`config.mk`:
```
export PLATFORM = sky130hd
export DESIGN_NAME = mul2_tournament_ctrl
export DESIGN_NICKNAME = d
export VERILOG_FILES = /design/src/rtl/mul2_tour_pkg.sv /design/src/rtl/mul2_tournament_ctrl_popcount64.sv /design/src/rtl/mul2_tournament_ctrl.sv
export SDC_FILE = /design/constraint.sdc
export NUM_CORES = 1
export LEC_CHECK = 0
export CAP_MARGIN = 30
export CORE_ASPECT_RATIO = 1.75
export CORE_MARGIN = 5
export CORE_UTILIZATION = 51
export CTS_BUF_LIST = sky130_fd_sc_hd__clkbuf_16
export CTS_CLUSTER_DIAMETER = 120
export DETAILED_ROUTE_END_ITERATION = 8
export HOLD_SLACK_MARGIN = 0.06
export PLACE_DENSITY = 0.83
export SYNTH_ARGS = -nofsm -noshare
export SYNTH_HDL_FRONTEND = slang
export SYNTH_SLANG_ARGS = --single-unit
```
`constraint.sdc`:
```
create_clock -name clk -period 6.5 [get_ports clk]
set_input_delay 1.3 -clock clk [delete_from_list [all_inputs] [get_ports clk]]
set_output_delay 1.3 -clock clk [all_outputs]
set_load 0.02 [all_outputs]
```
`src/rtl/mul2_tour_pkg.sv`:
```
// Shared types and constants for the 2x2 multiplier tournament controller.
// Latency: n/a (declarations only).
// Backpressure: n/a (declarations only).
package mul2_tour_pkg;

    typedef enum logic [2:0] {
        ST_IDLE,
        ST_DRIVE,
        ST_SAMPLE,
        ST_SCORE,
        ST_UPDATE,
        ST_FINISH
    } state_t;

    // Lane i carries a = i[3:2], b = i[1:0]; together the 16 lanes cover every operand pair
    localparam logic [15:0] A1_VEC = 16'hFF00;
    localparam logic [15:0] A0_VEC = 16'hF0F0;
    localparam logic [15:0] B1_VEC = 16'hCCCC;
    localparam logic [15:0] B0_VEC = 16'hAAAA;

    // Correct product bits for the lanes above
    localparam logic [15:0] Y3_GOLD = 16'h8000;
    localparam logic [15:0] Y2_GOLD = 16'h4C00;
    localparam logic [15:0] Y1_GOLD = 16'h6AC0;
    localparam logic [15:0] Y0_GOLD = 16'hA0A0;

    localparam int SCORE_W = 7;
    localparam logic [SCORE_W-1:0] SCORE_NONE = 7'd127;

endpackage

```
`src/rtl/mul2_tournament_ctrl_popcount64.sv`:
```
// Counts set bits of a 64-bit error vector.
// Latency: combinational.
// Backpressure: none.
module popcount64 (
    input  logic [63:0] din,
    output logic [6:0]  cnt
);

    // Plain adder chain; synthesis balances it into a tree
    always_comb begin
        cnt = '0;
        for (int i = 0; i < 64; i++) begin
            cnt = cnt + 7'(din[i]);
        end
    end

endmodule

```
`src/rtl/mul2_tournament_ctrl.sv`:
```
// Runs each candidate multiplier over all 16 operand pairs and reports the lowest-error one.
// Latency: start to done = N_CAND*(SETTLE_CYCLES+3)+1 cycles (fewer on early exit).
// Backpressure: none; start while busy is dropped. TOUR_SCORE_TRACE_EN adds per-candidate trace outputs.
module mul2_tournament_ctrl
    import mul2_tour_pkg::*;
#(
    parameter int N_CAND        = 4,
    parameter int SETTLE_CYCLES = 1,
    parameter int EARLY_EXIT    = 0,
    localparam int SEL_W        = (N_CAND > 1) ? $clog2(N_CAND) : 1,
    localparam int SET_W        = (SETTLE_CYCLES > 1) ? $clog2(SETTLE_CYCLES) : 1
) (
    input  logic               clk,
    input  logic               rst,
    input  logic               start,
    output logic               busy,
    output logic               done,
    output logic [SEL_W-1:0]   cand_sel,
    output logic [15:0]        cand_a1,
    output logic [15:0]        cand_a0,
    output logic [15:0]        cand_b1,
    output logic [15:0]        cand_b0,
    input  logic [15:0]        cand_y3,
    input  logic [15:0]        cand_y2,
    input  logic [15:0]        cand_y1,
    input  logic [15:0]        cand_y0,
`ifdef TOUR_SCORE_TRACE_EN
    output logic               trace_valid,
    output logic [SEL_W-1:0]   trace_idx,
    output logic [SCORE_W-1:0] trace_score,
`endif
    output logic [SEL_W-1:0]   winner_idx,
    output logic [SCORE_W-1:0] winner_score
);

    state_t               state;
    logic [SEL_W-1:0]     k;
    logic [SEL_W-1:0]     best_idx;
    logic [SCORE_W-1:0]   best_score;
    logic [SCORE_W-1:0]   score;
    logic [SCORE_W-1:0]   pc;
    logic [63:0]          err_vec;
    logic [SET_W-1:0]     settle;
    logic                 better;
    logic                 last;
    logic [SEL_W-1:0]     nb_idx;
    logic [SCORE_W-1:0]   nb_score;

    popcount64 u_pop (
        .din (err_vec),
        .cnt (pc)
    );

    // Strict less-than so ties keep the lower index; stop on last candidate or a perfect score when enabled
    always_comb begin
        better   = (score < best_score);
        nb_idx   = better ? k : best_idx;
        nb_score = better ? score : best_score;
        last     = (k == SEL_W'(N_CAND - 1)) || ((EARLY_EXIT != 0) && (score == '0));
    end

    // Tournament sequencer; all outputs registered
    always_ff @(posedge clk) begin
        if (rst) begin
            state        <= ST_IDLE;
            busy         <= 1'b0;
            done         <= 1'b0;
            cand_sel     <= '0;
            cand_a1      <= '0;
            cand_a0      <= '0;
            cand_b1      <= '0;
            cand_b0      <= '0;
            winner_idx   <= '0;
            winner_score <= SCORE_NONE;
            k            <= '0;
            best_idx     <= '0;
            best_score   <= SCORE_NONE;
            score        <= '0;
            err_vec      <= '0;
            settle       <= '0;
`ifdef TOUR_SCORE_TRACE_EN
            trace_valid  <= 1'b0;
            trace_idx    <= '0;
            trace_score  <= '0;
`endif
        end else begin
`ifdef TOUR_SCORE_TRACE_EN
            trace_valid <= 1'b0;
`endif
            case (state)
                ST_IDLE: begin
                    if (start) begin
                        state      <= ST_DRIVE;
                        busy       <= 1'b1;
                        k          <= '0;
                        best_idx   <= '0;
                        best_score <= SCORE_NONE;
                        cand_sel   <= '0;
                        cand_a1    <= A1_VEC;
                        cand_a0    <= A0_VEC;
                        cand_b1    <= B1_VEC;
                        cand_b0    <= B0_VEC;
                        settle     <= '0;
                    end
                end
                ST_DRIVE: begin
                    if (settle == SET_W'(SETTLE_CYCLES - 1)) begin
                        state <= ST_SAMPLE;
                    end else begin
                        settle <= settle + SET_W'(1);
                    end
                end
                ST_SAMPLE: begin
                    err_vec <= {cand_y3, cand_y2, cand_y1, cand_y0}
                             ^ {Y3_GOLD, Y2_GOLD, Y1_GOLD, Y0_GOLD};
                    cand_a1 <= '0;
                    cand_a0 <= '0;
                    cand_b1 <= '0;
                    cand_b0 <= '0;
                    state   <= ST_SCORE;
                end
                ST_SCORE: begin
                    score <= pc;
                    state <= ST_UPDATE;
                end
                ST_UPDATE: begin
                    best_idx   <= nb_idx;
                    best_score <= nb_score;
`ifdef TOUR_SCORE_TRACE_EN
                    trace_valid <= 1'b1;
                    trace_idx   <= k;
                    trace_score <= score;
`endif
                    if (last) begin
                        // Publish here so winner_* is valid in the same cycle done is high
                        winner_idx   <= nb_idx;
                        winner_score <= nb_score;
                        done         <= 1'b1;
                        busy         <= 1'b0;
                        state        <= ST_FINISH;
                    end else begin
                        k        <= k + SEL_W'(1);
                        cand_sel <= k + SEL_W'(1);
                        cand_a1  <= A1_VEC;
                        cand_a0  <= A0_VEC;
                        cand_b1  <= B1_VEC;
                        cand_b0  <= B0_VEC;
                        settle   <= '0;
                        state    <= ST_DRIVE;
                    end
                end
                ST_FINISH: begin
                    done  <= 1'b0;
                    state <= ST_IDLE;
                end
                default: state <= ST_IDLE;
            endcase
        end
    end

endmodule

```
Figure 1. Nets reached from selected ports (run 1).
Drawn at 2 px/µm.
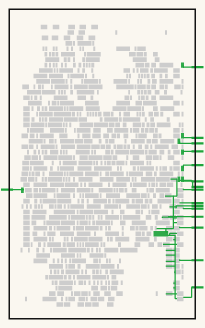
Green stands for cand_a1, bits 16, direction output, end cells 9, wire 247 µm.
count of port buffers added during placement: 111
I/O pin count: 144

Figure 2. Metal layers overlaid (run 1).
Drawn at 2 px/µm. Two of the layers only.
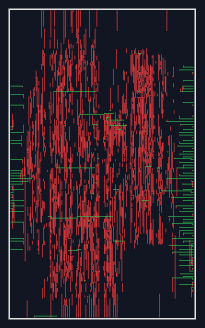
Red stands for met2, wire length 7310 µm. Green stands for met3, wire length 685 µm.
Post-Route WL: 12780 µm
total global-route track usage: 0.1862
routed vias: 4642

==> Changelog: implementation, run 1 <==
### Implementation results

- Critical R2R Launch: err_vec[1]$_SDFFE_PP0P_
- Clock tree from TritonCTS: built
- Number of setup violations in the final report: 0
- Final period util: 0.9456
- Worst hold margin: 457.3 ps
- CTS Root Cell: clkbuf_16
- Number of max-slew violations in the final report: 0
- Cell count of the worst hold path: 2
- Commonest Layout Cell: clkdlybuf4s50_1
- Final worst path period need: 6146 ps
- List of cells traversed by the critical path: ha_1, inv_1, fa_1, fa_1, fa_1, fa_1, fa_1, fa_1, fa_1, fa_1, fa_1, fa_1, nor2b_1, o21a_1, nor3_1, o41ai_1
- Top pwr grp: combinational cells
- Netlist cell types: 45
- Final clock skew: 6.354 ps
- Total overflow reported by the global router: 0
- Chip height: 154.0 µm
- Unrepaired setup endpoints after global routing: false
- Clock power frac: 0.233
- Detail-routed net length per standard cell: 14.23 µm
- Number of cells in Yosys stat: 701
- Share of total power in combinational logic: 0.468
- Element type at the critical path start: register
- Final hold violation count: 0
- Longest Clk Path Bufs: 2
- Accumulated negative setup slack: 0 ps
- Post-synth design cell area: 6046 µm²
- Post-CTS setup buffer count: 0
- Number of H-tree levels: 3
- Detailed route wirelength on metal3: 685 µm
- Depth of the worst register-to-register path: 16
- Cells resized by post-CTS repair: 0
- Final setup margin: 353.7 ps
- Met1 global-route usage: 0.1790
- Maximum single-stage delay on the critical path: 570 ps
- Top cells by area, synth: dfxtp_1 32%, fa_1 18%, buf_4 8.1%, nand2_1 6.7%, inv_1 6.1%
- Global-route wire length before repair: 21270 µm
- Combinational gate power: 0.00105 W
- Power consumed by sequential cells: 0.000673 W
- Number of buffers created by CTS: 9
- Crit. Startpoint: err_vec[1]$_SDFFE_PP0P_
- Maximum number of pins on one net before global-route repair: 79
- Switch Pwr: 0.0008399 W
- Sequential-to-total area share from yosys stat: 0.3212
- Critical path class: reg2reg
- Count of unresolved DRC violations after routing: 0
- Clock transition at the registers of the reported paths: 70 ps
- Synthesized area per cell: 8.625 µm²
- GR peak layer: met2
- Transition time of the tightest slew-check pin: 974.1 ps
- CTS Hold Buffers Added: 0
- Most numerous cell in the Yosys netlist: nand2_1
- Data required time at the worst endpoint: 6730 ps
- # diodes: 0
- Internal power consumption: 0.001412 W
- Commonest cells in the netlist: 108 x nand2_1, 98 x inv_1, 97 x dfxtp_1
- Most frequent cell on the critical path: fa_1
- Maximum capacitance violations: 0
- Capturing element of the worst setup path: score[4]$_SDFFE_PP0P_
- Clock group power: 0.000526 W
- GP Congestion: 0.8447
- Largest non-sequential cell family by area: adder cells
- Initial DRT Pass Iterations: 4
- Worst hold path type: reg2reg
- Final layout net count: 902
- Launch point of the worst hold path: err_vec[28]$_SDFFE_PP0P_
- Category of cells accounting for the largest share of critical-path delay: adder cells
- OpenROAD warnings: 28
- Post-synthesis async set-or-reset flop share: 0
- Chip area in the Yosys report: 6046 µm²
- Multiplexer share of the synthesized area: 0.01490
- Worst ir drop on vdd: 0.0002769 V
- Commonest cells after routing, fill and taps aside: 110 x clkdlybuf4s50_1, 108 x nand2_1, 98 x inv_1, 97 x dfxtp_1, 61 x a21oi_1
- Core utilization before placement: 0.5220
- Initial drt markers: 183
- Net Sw Frac: 0.3729
- Met3 track demand over resource in global routing: 0.04401
- Synth Flop Type: dfxtp_1
- Maximum fanout count along the critical path: 2
- Reported leakage power: 2.994 nW
- Uppermost layer routed: met4
- Critical R2R Capture: score[4]$_SDFFE_PP0P_
- Layout-stage area growth over the synthesis result: 17.98%
- DIE AREA: 14220 µm²
- Cell area power density: 315.7 nW/µm²
- Hold worst-path end: err_vec[28]$_SDFFE_PP0P_
- Cell with the largest stage delay on the worst path: fa_1
- Via count of the first global-routing pass: 4850
- Cell type with the highest aggregate area in the netlist: dfxtp_1
- Reg with most FFs: err_vec
- Yosys aoi share: 0.1240
- Cell count along the critical path: 16
- Via-to-Cell Ratio: 5.169
- Number of antenna violations at the first check in global routing: 0
- Clk sink count: 97
- Kind of capture point of the worst setup path: register
- Detailed Place HPWL: 10060 µm
- Sequential fraction of design power: 0.299
- Fraction of the mapped netlist area in adder cells: 0.2264
- Max reg flops: 64
- Latest clock arrival within the worst-skew pair: 340 ps
- Combined buffer and inverter count along the critical path: 1
- Met2 Routed Length: 7312 µm
- Reg-to-reg slack, setup: 350 ps
- Width of the die: 92.31 µm
- Worst slack at placement: 361.7 ps
- Cells after Synth: 701
- Simple share: 0.1424
- Number of synthesized flops with an enable pin: 0
- Worst Path Arrival: 6380 ps
- Antenna-violating nets left: 0
- Highest attainable clock frequency: 0.1627 GHz
- Headroom to the max-slew limit: 0.3494
- Result of the run: finished, final reports clean
Figure 3. Placed standard cells (run 1).
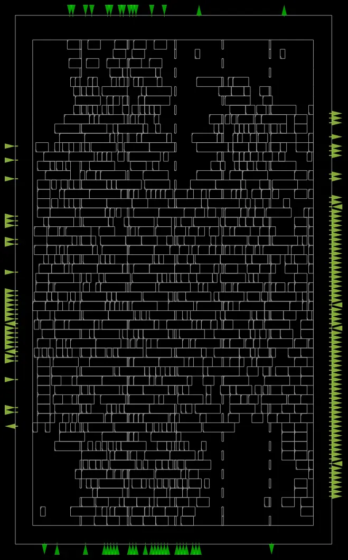
Seq area share: 0.2722
number of filler cells placed in the layout: 1004
Cell Rows: 52
Core Box Area: 11580 µm²
Non-Filler Instances: 898

Figure 4. Pin placement (run 1).
Drawn at 4 px/µm. Pins as bars across the die edge, other pins in gray.
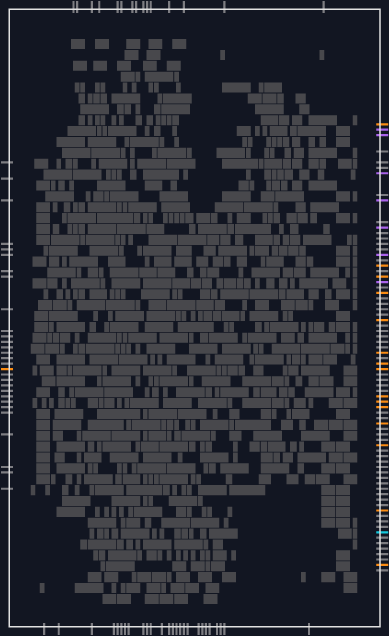
Purple stands for winner_score, pins 7, direction output, edge right. Orange stands for cand_a1, pins 16, direction output, edge 15 right, 1 left. Cyan stands for start, pins 1, direction input, edge right.
All pins by edge: 74 right, 29 left, 26 bottom, 15 top.

[run 1: layout make-up]
class	count	area, µm²
tap	135	168.9
inverter	98	367.9
clock buffer	9	225.2
fill	1004	4448
timing repair buffer	116	1156
clock inverter	7	70.07
sequential	97	1942
multi-input combinational	436	3203
[run 1: per-stage QoR]
step           cells  power [W]  utilization  instance area, µm²
3_3_place_gp     881   0.001678       0.5887                6818
6_report         898   0.002252       0.6159                7133
3_5_place_dp     882   0.001734       0.5904                6838
2_1_floorplan    732   0.001537            -                6162
5_1_grt          898   0.002494       0.6159                7133
4_1_cts          898   0.002293       0.6159                7133
[run 1: tightest hold or removal path, delay by kind of cell, from the launching register on]
kind | cells | cell delay, ps
AND-OR/OR-AND | 1 | 50
flip-flops | 1 | 310
AND/OR/NAND/NOR | 1 | 50
Figure 5. Met2 routing (run 1).
Drawn at 4 px/µm.
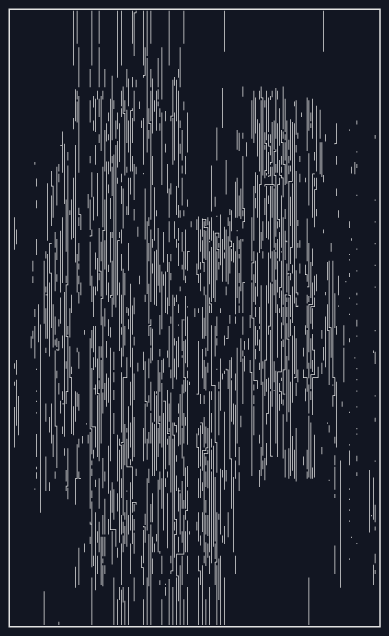

==> run 2: changes to the inputs <==
--- a/config.mk
+++ b/config.mk
@@ -7,9 +7,8 @@
 export LEC_CHECK = 0
 export CAP_MARGIN = 30
 export CORE_ASPECT_RATIO = 1.75
-export CORE_MARGIN = 5
+export CORE_MARGIN = 1.5
 export CORE_UTILIZATION = 51
-export CTS_BUF_LIST = sky130_fd_sc_hd__clkbuf_16
 export CTS_CLUSTER_DIAMETER = 120
 export DETAILED_ROUTE_END_ITERATION = 8
 export HOLD_SLACK_MARGIN = 0.06
@@ -17,3 +16,4 @@
 export SYNTH_ARGS = -nofsm -noshare
 export SYNTH_HDL_FRONTEND = slang
 export SYNTH_SLANG_ARGS = --single-unit
+export TNS_END_PERCENT = 100
Figure 6. Met2 routing (run 2).
Drawn at 4 px/µm.
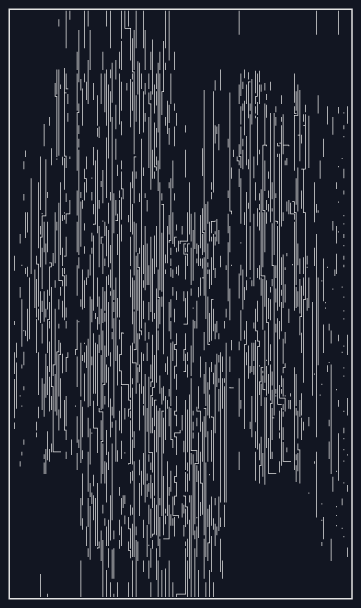
The wires run mostly vertical. 790 nets have wire on it. The layer carries 6960 µm of wire.
routed vias: 4616
Global Route met2 Usage: 0.4012
Post-Route WL: 12240 µm

==> run 2 against run 1 <==
  * The run now ends with DRC left
  * Design area about the same
  * Wire length down 4.2%
  * Clock power grew 6.5%
  * Critical endpoint is now score[5]$_SDFFE_PP0P_
==> Changelog: implementation, run 2 <==
### Implementation results

- Width of the die: 85.31 µm (-7.6%)
- I/O pin count: 144 (unchanged)
- Hold worst-path end: err_vec[28]$_SDFFE_PP0P_
- CTS Hold Buffers Added: 0 (unchanged)
- Maximum single-stage delay on the critical path: 580 ps (about the same)
- Final hold violation count: 0 (unchanged)
- MI comb cells: 436 (unchanged)
- Netlist cell types: 45 (unchanged)
- Fraction of the core area covered by cells at the end of the flow: 0.6154 (about the same)
- Sequential-to-total area share from yosys stat: 0.3212 (unchanged)
- Maximum capacitance violations: 0 (unchanged)
- Logic inverters: 98 (unchanged)
- Critical R2R Launch: err_vec[0]$_SDFFE_PP0P_
- Element type at the critical path start: register
- Data required time at the worst endpoint: 6710 ps (-20 ps)
- Detailed Place HPWL: 9476 µm (-5.8%)
- Worst ir drop on vdd: 0.0002689 V (-2.9%)
- Detail-routed net length per standard cell: 13.66 µm (-4.0%)
- Worst slack at placement: 439.2 ps (+77.58 ps)
- Worst hold path type: reg2reg
- List of cells traversed by the critical path: ha_1, inv_1, fa_1, fa_1, inv_1, fa_1, fa_1, fa_1, fa_1, fa_1, inv_1, fa_1, inv_1, ha_1, nor2b_1, o21a_1, o311ai_0, o211ai_1
- Initial drt markers: 206 (+13%)
- Number of synthesized register bits: 97
- Layout-stage area growth over the synthesis result: 17.88% (about the same)
- Synth Flop Type: dfxtp_1
- Well Taps: 135 (unchanged)
- Storage element area: 1942 µm² (unchanged)
- Reg-to-reg slack, setup: 440 ps (+80 ps)
- Longest Clk Path Bufs: 2 (unchanged)
- Chip area in the Yosys report: 6046 µm² (unchanged)
- Cell type with the highest aggregate area in the netlist: dfxtp_1
- Cells resized by post-CTS repair: 0 (unchanged)
- GR peak layer: met2
- Initial DRT Pass Iterations: 6 (+2)
- Result of the run: complete, but fails checks
- Count of clock-net buffers in the final layout: 9 (unchanged)
- Final layout net count: 901 (-0.11%)
- Global-route wire length before repair: 20490 µm (-3.7%)
- OpenROAD warnings: 28 (unchanged)
- Post-synthesis async set-or-reset flop share: 0 (unchanged)
- Crit. Startpoint: err_vec[0]$_SDFFE_PP0P_
- Transition time of the tightest slew-check pin: 966.7 ps (-7.392 ps)
- Top cell area share: 0.3212
- Depth of the worst register-to-register path: 18 (+2)
- Cell count of the worst hold path: 2 (unchanged)
- Worst Path Arrival: 6280 ps (-100 ps)
- Final worst path period need: 6063 ps (-82.89 ps)
- Cell count along the critical path: 18 (+2)
- Unrepaired setup endpoints after global routing: false
- Worst hold margin: 456.4 ps (-0.9590 ps)
- Final setup margin: 436.6 ps (+82.89 ps)
- Accumulated negative setup slack: 0 ps (unchanged)
- Number of synthesized flops with an enable pin: 0 (unchanged)
- Commonest Layout Cell: clkdlybuf4s50_1
- Headroom to the max-slew limit: 0.3543 (+0.004937)
- Commonest cells after routing, fill and taps aside: 110 x clkdlybuf4s50_1, 108 x nand2_1, 98 x inv_1, 97 x dfxtp_1, 61 x a21oi_1
- Met1 global-route usage: 0.2089 (+0.02990)
- Fraction of area in clock buffers and inverters: 0.04336 (+0.001967)
- Number of placed cells counting well taps: 881 (-0.11%)
- Top cells by area, synth: dfxtp_1 32%, fa_1 18%, buf_4 8.1%, nand2_1 6.7%, inv_1 6.1%
- Critical R2R Capture: score[5]$_SDFFE_PP0P_
- Number of antenna violations at the first check in global routing: 0 (unchanged)
- CTS Root Cell: clkbuf_16
- Core Box Area: 11580 µm² (unchanged)
- Reported leakage power: 3.004 nW (+0.34%)
- Maximum fanout count along the critical path: 4 (+2)
- Number of buffers created by CTS: 9 (unchanged)
- Final period util: 0.9328 (-0.01275)
- Number of setup violations in the final report: 0 (unchanged)
- Critical path class: reg2reg
- # diodes: 0 (unchanged)
- Uppermost layer routed: met4
- Count of unresolved DRC violations after routing: 18 (+18)
- GP Congestion: 0.7907 (-6.4%)
- Commonest cells in the netlist: 108 x nand2_1, 98 x inv_1, 97 x dfxtp_1
- Total overflow reported by the global router: 0 (unchanged)
- Final instance area: 7127 µm² (about the same)
- Met2 Routed Length: 6959 µm (-4.8%)
- Most numerous cell in the Yosys netlist: nand2_1
- Number of cells in Yosys stat: 701 (unchanged)
- Total global-route track usage: 0.2056 (+0.01938)
- Violated checks: DRC
- Launch point of the worst hold path: err_vec[28]$_SDFFE_PP0P_
- Category of cells accounting for the largest share of critical-path delay: adder cells
- Cells after Synth: 701 (unchanged)
- Most frequent cell on the critical path: fa_1
- Combined buffer and inverter count along the critical path: 4 (+3)
- Post-CTS setup buffer count: 0 (unchanged)
- Synthesized area per cell: 8.625 µm² (unchanged)
- Number of filler cells placed in the layout: 950 (-5.4%)
- Max reg flops: 64 (unchanged)
- Kind of capture point of the worst setup path: register
- Via-to-Cell Ratio: 5.152 (-0.34%)
- Met3 track demand over resource in global routing: 0.03933 (-0.004684)
- Core utilization before placement: 0.5220 (unchanged)
- Non-Filler Instances: 896 (-0.22%)
- Chip height: 147.0 µm (-4.5%)
- Highest attainable clock frequency: 0.1649 GHz (+1.4%)
- Number of max-slew violations in the final report: 0 (unchanged)
- Reg with most FFs: err_vec
- Cell with the largest stage delay on the worst path: fa_1
- Latest clock arrival within the worst-skew pair: 350 ps (about the same)
- DIE AREA: 12540 µm² (-12%)
- Clk sink count: 97 (unchanged)
- Cell area power density: 318.4 nW/µm² (+0.84%)
- Final clock skew: 4.445 ps (-1.909 ps)
- Antenna-violating nets left: 0 (unchanged)
- Biggest cell category by area in the final layout: combinational gates
- Clock tree from TritonCTS: built
- Clock transition at the registers of the reported paths: 60 ps (about the same)
- Detailed route wirelength on metal3: 603 µm (-12%)
- Total area of multi-input combinational cells: 3203 µm² (unchanged)
- Capturing element of the worst setup path: score[5]$_SDFFE_PP0P_
- Fraction of standard cell area in multi-input logic: 0.4494 (about the same)
- Count of port buffers added during placement: 111 (unchanged)
- Number of buffers outside the clock class in the layout: 115 (-0.86%)
- Number of H-tree levels: 3 (unchanged)
- Non-clock buffer area fraction after layout: 0.1594 (-0.002667)
- Via count of the first global-routing pass: 4591 (-5.3%)
- Total cell area at the placement stage: 6818 µm² (-0.29%)
- Maximum number of pins on one net before global-route repair: 79 (unchanged)
- Overall power: 0.002269 W (+0.76%)
- Cell Rows: 52 (unchanged)
Figure 7. Placed standard cells (run 2).
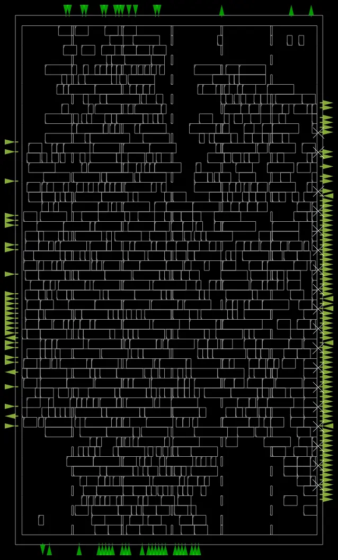
final sequential cell count: 97
Seq area share: 0.2725

## run 2: cell counts after synthesis
No cell type changed its count.
## run 2: logic make-up after synthesis
group | count (synthesis) | synth area share
AND/OR/NAND/NOR | 198 | 0.1424
XOR/XNOR | 1 | 0.001449
flip-flops | 97 | 0.3212
buffers and inverters | 199 | 0.1691
multiplexers | 9 | 0.01490
AND-OR/OR-AND | 119 | 0.1240
adder cells (fa/ha/maj) | 77 | 0.2264
other | 1 | 0.0006203
## run 2: where the power goes
| part | total, W | switching, W | internal, W |
|---|---|---|---|
| Sequential | 0.000675 | 0.0000396 | 0.000635 |
| Clock | 0.000560 | 0.000226 | 0.000334 |
| Combinational | 0.00104 | 0.000566 | 0.000469 |
Figure 8. Nets reached from selected ports (run 2).
Drawn at 2 px/µm.
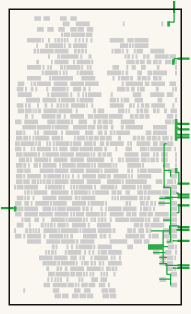

==> run 3: changes to the inputs <==
--- a/config.mk
+++ b/config.mk
@@ -7,7 +7,7 @@
 export LEC_CHECK = 0
 export CAP_MARGIN = 30
 export CORE_ASPECT_RATIO = 1.75
-export CORE_MARGIN = 1.5
+export CORE_MARGIN = 4
 export CORE_UTILIZATION = 51
 export CTS_CLUSTER_DIAMETER = 120
 export DETAILED_ROUTE_END_ITERATION = 8
Figure 9. Nets reached from selected ports (run 3).
Drawn at 2 px/µm.
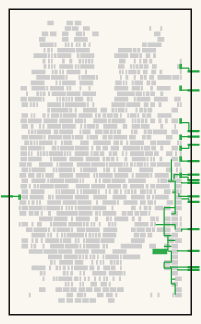
Green stands for cand_a1, bits 16, direction output, end cells 9, wire 215 µm.

Figure 10. Pin placement (run 3).
Drawn at 4 px/µm. Pins as bars across the die edge, other pins in gray.
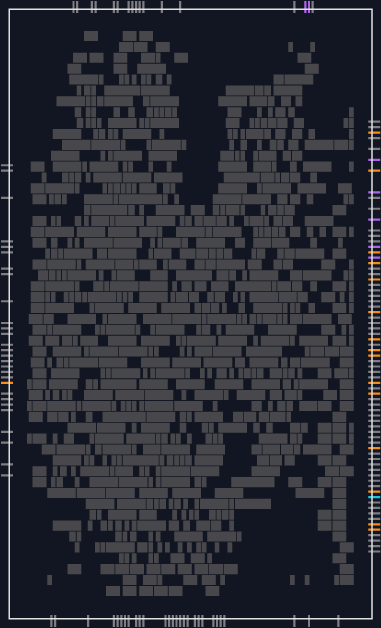
Cyan stands for start, pins 1, direction input, edge right. Purple stands for winner_score, pins 7, direction output, edge 5 right, 2 top. Orange stands for cand_a1, pins 16, direction output, edge 15 right, 1 left.

==> run 3 against run 2 <==
  * The flow now finishes without violations
  * Wire length rose by 1.7%
  * Power increased by 2.6%
  * Critical endpoint unchanged
  * Via count grew 0.43%
  * Non-clock buffer count unchanged
  * Synthesized cell count stayed put
  * Sequential power about the same
  * Fmax decreased by 1.6%
  * Combinational power barely moved
==> Changelog: implementation, run 3 <==
### Implementation results

- Result of the run: finished, final reports clean
- Sequential fraction of design power: 0.289 (-0.008)
- Width of the die: 90.31 µm (+5.9%)
- Fraction of area in clock buffers and inverters: 0.04654 (+0.003180)
- Switch Pwr: 0.0008414 W (+1.2%)
- Synthesized area per cell: 8.625 µm² (unchanged)
- Detail-routed net length per standard cell: 13.90 µm (+1.7%)
- Non-clock buffer area fraction after layout: 0.1589 (-0.0005299)
- Category of cells accounting for the largest share of critical-path delay: adder cells
- Number of antenna violations at the first check in global routing: 0 (unchanged)
- Clock transition at the registers of the reported paths: 60 ps (about the same)
- Launch point of the worst hold path: err_vec[9]$_SDFFE_PP0P_
- GP Congestion: 0.8263 (+4.5%)
- Cells after Synth: 701 (unchanged)
- Final hold violation count: 0 (unchanged)
- Netlist cell types: 45 (unchanged)
- Chip area in the Yosys report: 6046 µm² (unchanged)
- Final period util: 0.9479 (+0.01508)
- DIE AREA: 13730 µm² (+9.5%)
- Top pwr grp: combinational cells
- Kind of capture point of the worst setup path: register
- Number of H-tree levels: 3 (unchanged)
- Number of synthesized flops with an enable pin: 0 (unchanged)
- Combined buffer and inverter count along the critical path: 4 (unchanged)
- Top cell area share: 0.3212 (unchanged)
- Chip height: 152.0 µm (+3.4%)
- Uppermost layer routed: met4
- Data required time at the worst endpoint: 6710 ps (about the same)
- Detailed Place HPWL: 9733 µm (+2.7%)
- Number of placed cells counting well taps: 881 (unchanged)
- Power consumed by sequential cells: 0.000673 W (about the same)
- Unrepaired setup endpoints after global routing: false
- Non-Filler Instances: 896 (unchanged)
- Final layout net count: 901 (unchanged)
- Net Sw Frac: 0.3612 (-0.005286)
- Max reg flops: 64 (unchanged)
- Yosys aoi share: 0.1240 (unchanged)
- Final clock skew: 5.429 ps (+0.9841 ps)
- Worst Path Arrival: 6370 ps (+90 ps)
- Seq area share: 0.2716 (-0.0009057)
- Cell area power density: 325.7 nW/µm² (+2.3%)
- Multiplexer share of the synthesized area: 0.01490 (unchanged)
- Latest clock arrival within the worst-skew pair: 350 ps (about the same)
- Reported leakage power: 3.010 nW (+0.21%)
- Fraction of standard cell area in multi-input logic: 0.4479 (-0.001494)
- Clock group power: 0.000591 W (+5.5%)
- Core utilization before placement: 0.5220 (unchanged)
- Worst ir drop on vdd: 0.0002882 V (+7.2%)
- Core Box Area: 11580 µm² (unchanged)
- Biggest cell category by area in the final layout: combinational gates
- CTS Root Cell: clkbuf_16
- Final sequential cell count: 97 (unchanged)
- Synth Flop Type: dfxtp_1
- I/O pin count: 144 (unchanged)
- Most frequent cell on the critical path: fa_1
- Total overflow reported by the global router: 0 (unchanged)
- Total cell area at the placement stage: 6818 µm² (unchanged)
- Overall power: 0.002329 W (+2.6%)
- Simple share: 0.1424 (unchanged)
- Post-synthesis async set-or-reset flop share: 0 (unchanged)
- Post-Route WL: 12460 µm (+1.7%)
- Element type at the critical path start: register
- Cell with the largest stage delay on the worst path: fa_1
- Share of total power in combinational logic: 0.457 (about the same)
- Count of unresolved DRC violations after routing: 0 (-18)
- Post-synthesis share of cell area spent on xor and xnor gates: 0.001449 (unchanged)
- Worst slack at placement: 348.7 ps (-90.53 ps)
- Crit. Startpoint: err_vec[0]$_SDFFE_PP0P_
- Cells resized by post-CTS repair: 0 (unchanged)
- Initial DRT Pass Iterations: 6 (unchanged)
- Commonest cells after routing, fill and taps aside: 110 x clkdlybuf4s50_1, 108 x nand2_1, 98 x inv_1, 97 x dfxtp_1, 61 x a21oi_1
- Count of clock-net buffers in the final layout: 9 (unchanged)
- Number of synthesized register bits: 97 (unchanged)
- Cell Rows: 52 (unchanged)
- Maximum single-stage delay on the critical path: 580 ps (about the same)
- Worst hold margin: 454.4 ps (-1.945 ps)
- Final worst path period need: 6161 ps (+98.04 ps)
- Cell count along the critical path: 18 (unchanged)
- Largest non-sequential cell family by area: adder cells
- Count of port buffers added during placement: 111 (unchanged)
- Well Taps: 135 (unchanged)
- Headroom to the max-slew limit: 0.3213 (-0.03302)
- Capturing element of the worst setup path: score[5]$_SDFFE_PP0P_
- Initial drt markers: 141 (-32%)
- Clock tree from TritonCTS: built
- Highest attainable clock frequency: 0.1623 GHz (-1.6%)
- Layout-stage area growth over the synthesis result: 18.27%
- Routed vias: 4636 (+0.43%)
- Fraction of the mapped netlist area in adder cells: 0.2264 (unchanged)
- Accumulated negative setup slack: 0 ps (unchanged)
- Final setup margin: 338.6 ps (-98.04 ps)
- OpenROAD warnings: 28 (unchanged)
- Global-route wire length before repair: 20790 µm (+1.5%)
- Number of buffers created by CTS: 9 (unchanged)
- Most numerous cell in the Yosys netlist: nand2_1
- Transition time of the tightest slew-check pin: 1018 ps (+51.30 ps)
- CTS Hold Buffers Added: 0 (unchanged)
- Commonest Layout Cell: clkdlybuf4s50_1
- Longest Clk Path Bufs: 2 (unchanged)
- Top cells by area, synth: dfxtp_1 32%, fa_1 18%, buf_4 8.1%, nand2_1 6.7%, inv_1 6.1%
- Sequential-to-total area share from yosys stat: 0.3212 (unchanged)
- Maximum number of pins on one net before global-route repair: 79 (unchanged)
- Number of setup violations in the final report: 0 (unchanged)
- Via-to-Cell Ratio: 5.174 (+0.43%)
- Maximum fanout count along the critical path: 4 (unchanged)
- MI comb cells: 436 (unchanged)
- Via count of the first global-routing pass: 4691 (+2.2%)
- Internal power consumption: 0.001488 W (+3.5%)
- Reg with most FFs: err_vec
- Critical path class: reg2reg
- Fraction of the core area covered by cells at the end of the flow: 0.6174 (+0.002052)
- Met2 Routed Length: 6968 µm (+0.13%)
- # diodes: 0 (unchanged)
- Number of cells in Yosys stat: 701 (unchanged)
- Detailed route wirelength on metal3: 694 µm (+15%)
- Maximum capacitance violations: 0 (unchanged)
- Reg-to-reg slack, setup: 340 ps (-100 ps)
- Critical R2R Capture: score[5]$_SDFFE_PP0P_
- Logic inverters: 98 (unchanged)
- Number of buffers outside the clock class in the layout: 115 (unchanged)
- Number of filler cells placed in the layout: 986 (+3.8%)
- Clock power frac: 0.254 (+0.007)
- List of cells traversed by the critical path: ha_1, inv_1, fa_1, fa_1, inv_1, fa_1, fa_1, fa_1, fa_1, fa_1, inv_1, fa_1, inv_1, ha_1, nor2b_1, o21a_1, o311ai_0, o211ai_1
- Clk sink count: 97 (unchanged)
- Worst hold path type: reg2reg
- Total area of multi-input combinational cells: 3203 µm² (unchanged)
- Post-CTS setup buffer count: 0 (unchanged)
-- run 3: metal layers --
| metal | vias to the layer above | global-route usage |
|---|---|---|
| met5 | - | 0 |
| met4 | 0 | 0.1110 |
| met3 | 32 | 0.03216 |
| met2 | 176 | 0.3670 |
| met1 | 2180 | 0.1739 |
| li1 | 2248 | - |
-- run 3: worst min-delay path by stage --
stage                               endpoint  slack [ps]
global route        err_vec[28]$_SDFFE_PP0P_         470
finish               err_vec[9]$_SDFFE_PP0P_         450
floorplan           best_idx[0]$_SDFFE_PP0P_         440
CTS                  err_vec[9]$_SDFFE_PP0P_         460
global placement    err_vec[28]$_SDFFE_PP0P_         440
detailed placement   err_vec[9]$_SDFFE_PP0P_         450
No activity file was given, so power comes from the tool's default toggle rates.
